[config.mk]
export PLATFORM = sky130hd
export DESIGN_NAME = sc_goal_tracker
export DESIGN_NICKNAME = d
export VERILOG_FILES = /design/src/rtl/sc_goal_tracker.sv
export SDC_FILE = /design/constraint.sdc
export NUM_CORES = 1
export LEC_CHECK = 0
export CORE_MARGIN = 1
export CORE_UTILIZATION = 55
export CTS_CLUSTER_DIAMETER = 200
export DETAILED_ROUTE_END_ITERATION = 8
export PLACE_DENSITY_LB_ADDON = 0.25
export SYNTH_ARGS = -nofsm -noshare
export SYNTH_HDL_FRONTEND = slang
export SYNTH_SLANG_ARGS = --single-unit
[constraint.sdc]
create_clock -name SC_GOAL_TRACKER_CLOCK_50 -period 8.7 [get_ports SC_GOAL_TRACKER_CLOCK_50]
set_input_delay 1.74 -clock SC_GOAL_TRACKER_CLOCK_50 [delete_from_list [all_inputs] [get_ports SC_GOAL_TRACKER_CLOCK_50]]
set_output_delay 1.74 -clock SC_GOAL_TRACKER_CLOCK_50 [all_outputs]
set_load 0.1 [all_outputs]
[src/rtl/sc_goal_tracker.sv]
// Goal tracker: latches (x,y) targets, tracks saturated position error and declares arrival
// after SETTLE_SAMPLES consecutive in-tolerance samples. Optional SC_GOAL_TRACKER_PREEMPT_EN lets TRACK/SETTLE accept goals.
module sc_goal_tracker #(
  parameter int                 N_WIDTH        = 17,
  parameter logic [N_WIDTH-1:0] TOL            = 17'd50,
  parameter int                 SETTLE_SAMPLES = 8
) (
  input  logic               SC_GOAL_TRACKER_CLOCK_50,
  input  logic               SC_GOAL_TRACKER_RESET_InHigh,
  input  logic               SC_GOAL_TRACKER_GOAL_VALID_In,
  output logic               SC_GOAL_TRACKER_GOAL_READY_Out,
  input  logic [N_WIDTH-1:0] SC_GOAL_TRACKER_GOALX_InBus,
  input  logic [N_WIDTH-1:0] SC_GOAL_TRACKER_GOALY_InBus,
  input  logic               SC_GOAL_TRACKER_POS_VALID_In,
  input  logic [N_WIDTH-1:0] SC_GOAL_TRACKER_POSX_InBus,
  input  logic [N_WIDTH-1:0] SC_GOAL_TRACKER_POSY_InBus,
  input  logic               SC_GOAL_TRACKER_ABORT_InLow,
  output logic [N_WIDTH-1:0] SC_GOAL_TRACKER_ERRORX_OutBus,
  output logic [N_WIDTH-1:0] SC_GOAL_TRACKER_ERRORY_OutBus,
  output logic               SC_GOAL_TRACKER_NEWSIGNAL_OutLow,
  output logic               SC_GOAL_TRACKER_FLAGGOAL_OutLow,
  output logic [1:0]         SC_GOAL_TRACKER_STATE_OutBus
);
  localparam int         W        = N_WIDTH;
  localparam logic [7:0] SETTLE_N = 8'(SETTLE_SAMPLES);

  typedef enum logic [1:0] {
    S_IDLE    = 2'd0,
    S_TRACK   = 2'd1,
    S_SETTLE  = 2'd2,
    S_REACHED = 2'd3
  } state_t;

  state_t       state_q, state_d;
  logic [W-1:0] goalx_q, goalx_d, goaly_q, goaly_d;
  logic [W-1:0] errx_q, errx_d, erry_q, erry_d;
  logic [7:0]   cnt_q, cnt_d, cnt_inc;
  logic         new_n_q, new_n_d, flag_n_q, flag_n_d;

  logic         clk, rst, abort_n, ready, accept, sample, in_tol;
  logic [W-1:0] goalx_src, goaly_src;
  logic [W:0]   diffx, diffy;

  assign clk     = SC_GOAL_TRACKER_CLOCK_50;
  assign rst     = SC_GOAL_TRACKER_RESET_InHigh;
  assign abort_n = SC_GOAL_TRACKER_ABORT_InLow;

  // Clamp an N+1-bit difference into the N-bit two's complement range.
  function automatic logic [W-1:0] sat(input logic [W:0] d);
    if (d[W] != d[W-1]) sat = d[W] ? {1'b1, {(W-1){1'b0}}} : {1'b0, {(W-1){1'b1}}};
    else                sat = d[W-1:0];
  endfunction

  function automatic logic [W:0] mag(input logic [W:0] d);
    mag = d[W] ? (~d + 1'b1) : d;
  endfunction

  // READY depends only on the state register and ABORT, never on GOAL_VALID.
  always_comb begin
`ifdef SC_GOAL_TRACKER_PREEMPT_EN
    ready = abort_n;
`else
    ready = abort_n & ((state_q == S_IDLE) | (state_q == S_REACHED));
`endif
  end

  assign accept    = SC_GOAL_TRACKER_GOAL_VALID_In & ready;
  assign sample    = SC_GOAL_TRACKER_POS_VALID_In & (state_q != S_IDLE);
  assign goalx_src = accept ? SC_GOAL_TRACKER_GOALX_InBus : goalx_q;
  assign goaly_src = accept ? SC_GOAL_TRACKER_GOALY_InBus : goaly_q;
  assign diffx     = {goalx_src[W-1], goalx_src} - {SC_GOAL_TRACKER_POSX_InBus[W-1], SC_GOAL_TRACKER_POSX_InBus};
  assign diffy     = {goaly_src[W-1], goaly_src} - {SC_GOAL_TRACKER_POSY_InBus[W-1], SC_GOAL_TRACKER_POSY_InBus};
  assign in_tol    = (mag(diffx) <= {1'b0, TOL}) && (mag(diffy) <= {1'b0, TOL});
  assign cnt_inc   = cnt_q + 8'd1;

  always_comb begin
    state_d  = state_q;
    goalx_d  = goalx_q;
    goaly_d  = goaly_q;
    errx_d   = errx_q;
    erry_d   = erry_q;
    cnt_d    = cnt_q;
    new_n_d  = 1'b1;
    flag_n_d = flag_n_q;
    if (!abort_n) begin
      state_d  = S_IDLE;
      errx_d   = '0;
      erry_d   = '0;
      cnt_d    = '0;
      flag_n_d = 1'b1;
    end else if (accept) begin
      // A sample coinciding with the accept updates errors but never counts toward settling.
      state_d  = S_TRACK;
      goalx_d  = SC_GOAL_TRACKER_GOALX_InBus;
      goaly_d  = SC_GOAL_TRACKER_GOALY_InBus;
      cnt_d    = '0;
      new_n_d  = 1'b0;
      flag_n_d = 1'b1;
      if (SC_GOAL_TRACKER_POS_VALID_In) begin
        errx_d = sat(diffx);
        erry_d = sat(diffy);
      end
    end else if (sample) begin
      errx_d = sat(diffx);
      erry_d = sat(diffy);
      case (state_q)
        S_TRACK: if (in_tol) begin
          cnt_d   = 8'd1;
          state_d = (SETTLE_N == 8'd1) ? S_REACHED : S_SETTLE;
          if (SETTLE_N == 8'd1) flag_n_d = 1'b0;
        end
        S_SETTLE: if (in_tol) begin
          cnt_d = cnt_inc;
          if (cnt_inc == SETTLE_N) begin
            state_d  = S_REACHED;
            flag_n_d = 1'b0;
          end
        end else begin
          state_d = S_TRACK;
          cnt_d   = '0;
        end
        default: ;
      endcase
    end
  end

  always_ff @(posedge clk) begin
    if (rst) begin
      state_q  <= S_IDLE;
      goalx_q  <= '0;
      goaly_q  <= '0;
      errx_q   <= '0;
      erry_q   <= '0;
      cnt_q    <= '0;
      new_n_q  <= 1'b1;
      flag_n_q <= 1'b1;
    end else begin
      state_q  <= state_d;
      goalx_q  <= goalx_d;
      goaly_q  <= goaly_d;
      errx_q   <= errx_d;
      erry_q   <= erry_d;
      cnt_q    <= cnt_d;
      new_n_q  <= new_n_d;
      flag_n_q <= flag_n_d;
    end
  end

  assign SC_GOAL_TRACKER_GOAL_READY_Out   = ready;
  assign SC_GOAL_TRACKER_ERRORX_OutBus    = errx_q;
  assign SC_GOAL_TRACKER_ERRORY_OutBus    = erry_q;
  assign SC_GOAL_TRACKER_NEWSIGNAL_OutLow = new_n_q;
  assign SC_GOAL_TRACKER_FLAGGOAL_OutLow  = flag_n_q;
  assign SC_GOAL_TRACKER_STATE_OutBus     = state_q;
endmodule

==> results.py <==
# Generated from Yosys and OpenROAD reports
metrics = {
    "setup_path": {
        "cpPeakStageDelay_ns": 0.58,
        "critPathBufInv": 2,
        "slowest_stage": "and2_1",
        "criticalPathCategory": "input port to flip-flop",
    },
    "yosys": {
        "edf_count": 0,
        "xor_area_share_pct": 3.17,
        "yosys_cells": 913,
        "yosysChipArea_mm2": 0.00663,
        "syn_area_mm2": 0.00663,
        "fp_nets": 1029,
        "top_cell": "nand2_1",
        "synth-simple-area-share_pct": 28.4,
        "yosys.area.top_type": "dfxtp_1",
        "adder_share_pct": 9.40,
        "syn_inst": 913,
        "ff_type": "dfxtp_1",
    },
    "power": {
        "p_leak_nw": 3.36,
        "top_power_group": "combinational cells",
        "p_comb_share_pct": 40.5,
        "pwr-share-clk_pct": 30.0,
        "p_comb_mw": 0.528,
        "intPower_mw": 0.802,
        "seq-power_mw": 0.384,
        "irDropWorstVdd_v": 0.000108,
    },
    "run_status": {
        "violations": "DRC",
        "status": "finished with violations",
    },
    "clock_network": {
        "clk_latency_ns": 0.35,
        "cts_resized": 0,
        "clk_pin_slew_ns": 0.06,
        "postCtsSetupRepairBufs": 0,
        "cts_inserted_buffers": 9,
    },
    "layout": {
        "clkbuf_count": 9,
        "comb_area_mm2": 0.00469,
        "sh_comb_area_pct": 57.6,
        "final_nets": 1119,
        "buffers": 122,
        "dominant_cells": "logic gates",
        "drive_gt1_share_pct": 5.36,
        "comb_cells": 742,
        "seqAreaFraction_pct": 19.6,
    },
    "floorplan": {
        "tap_cells": 143,
        "die_w_um": 112,
        "chip_area_mm2": 0.0125,
        "io_pins": 112,
    },
    "run": {
        "warnings": 29,
        "cap_violations": 0,
    },
    "routing": {
        "drt_first_pass_iters": 7,
        "vias_per_cell": 6.07,
        "drcViolationCount": 3,
        "wl_met2_um": 8760,
        "ant_nets": 0,
        "routedLengthMet1_um": 7790,
    },
    "min_path": {
        "hold_path_class": "flip-flop to flip-flop",
    },
    "timing": {
        "min_period_ns": 7.35,
        "relSlewSlack_pct": 34.0,
        "clock_skew_ns": 0.00711,
        "period_used_pct": 84.4,
        "setup_violations": 0,
        "setup-tns-final_ns": 0,
    },
    "global_routing": {
        "overflow": 0,
        "grt_max_degree": 55,
        "grt_pass1_vias": 6541,
        "antenna_found_initial": 0,
        "grt_pass1_wl_um": 30100,
    },
}
==> state kept, by name (all words and copies together) (netlist names) <==
name                              flops
cnt_q                                 8
goalx_q                              17
SC_GOAL_TRACKER_STATE_OutBus          2
SC_GOAL_TRACKER_ERRORX_OutBus        17
SC_GOAL_TRACKER_ERRORY_OutBus        17
SC_GOAL_TRACKER_FLAGGOAL_OutLow       1
SC_GOAL_TRACKER_NEWSIGNAL_OutLow      1
goaly_q                              17
==> through the flow <==
| step | hold slack (ns) | utilization (%) | cell area (µm²) | std cells | setup slack, ns |
|---|---|---|---|---|---|
| floorplan | 0.461 | - | 6630 | 913 | 0.645 |
| global placement | 0.451 | 67.8 | 7850 | 1135 | 1.22 |
| detailed placement | 0.459 | 67.8 | 7850 | 1135 | 1.05 |
| CTS | 0.473 | 70.5 | 8150 | 1151 | 1.41 |
| global route | 0.495 | 70.5 | 8150 | 1151 | 0.964 |
| finish | 0.470 | 70.5 | 8150 | 1151 | 1.35 |
==> worst paths after layout <==
path | start | endpoint | slack, ns | cells after the start
setup / recovery | SC_GOAL_TRACKER_ABORT_InLow | cnt_q[7]$_SDFFE_PP0P_ | 1.35 | 19
hold / removal | SC_GOAL_TRACKER_FLAGGOAL_OutLow$_SDFFE_PP1P_ | SC_GOAL_TRACKER_FLAGGOAL_OutLow$_SDFFE_PP1P_ | 0.47 | 1
setup reg to reg | SC_GOAL_TRACKER_STATE_OutBus[0]$_SDFFE_PP0P_ | cnt_q[7]$_SDFFE_PP0P_ | 2.41 | 20
hold reg to reg | SC_GOAL_TRACKER_FLAGGOAL_OutLow$_SDFFE_PP1P_ | SC_GOAL_TRACKER_FLAGGOAL_OutLow$_SDFFE_PP1P_ | 0.47 | 1
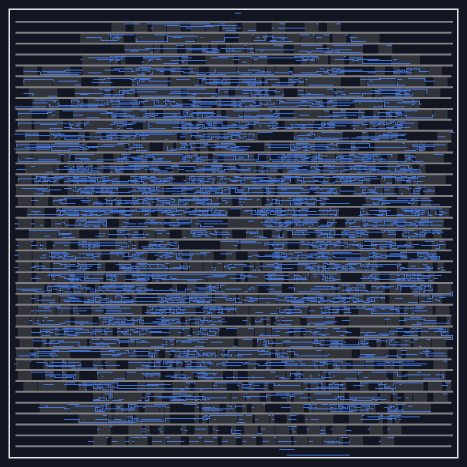
(images/met1.png)
Drawn at 4 px/µm. Supply wires on this layer in grey.
share of all routed wire: 44%
nets with wire on the layer: 1038
GR Layer Usage met1: 35.1%
via count: 6988
routed wire length: 17900 µm

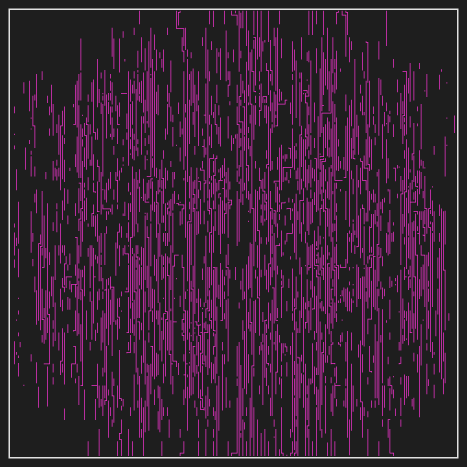
(images/met2.png)
Drawn at 4 px/µm.
share of all routed wire: 49%
nets with wire on the layer: 936
main direction: vertical
routing usage on met2: 51.4%

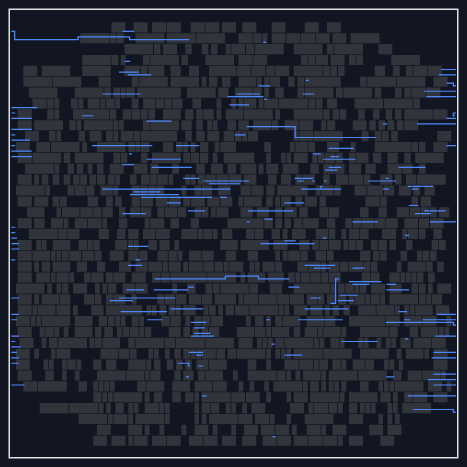
(images/met3.png)
Drawn at 4 px/µm.
wire length on this layer: 805 µm
main direction: horizontal
nets with wire on the layer: 124

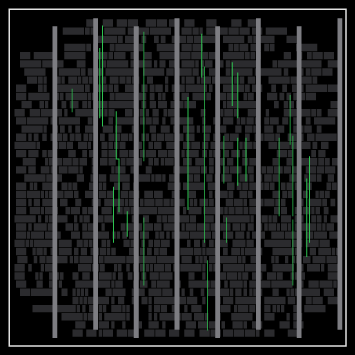
(images/met4.png)
Drawn at 3 px/µm. Supply wires on this layer in grey.
longest straight run: 58.5 µm
share of all routed wire: 3.1%
nets with wire on the layer: 19
main direction: vertical

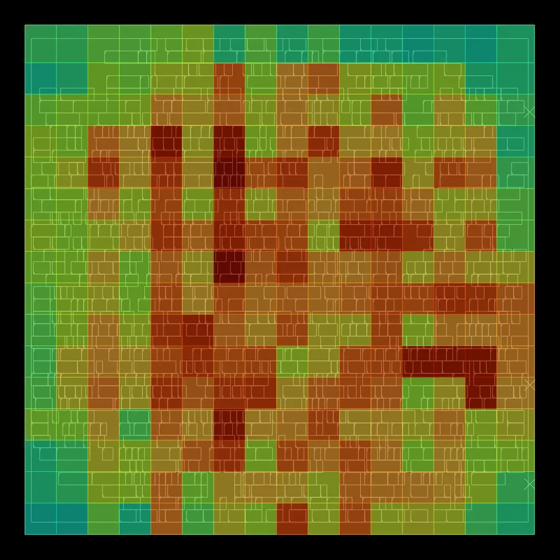
(images/final_congestion.png)
met3 Usage GRT: 5.55%
drt wl/cell: 15.6 µm
global route hottest layer: met2

No activity file was given, so power comes from the tool's default toggle rates.
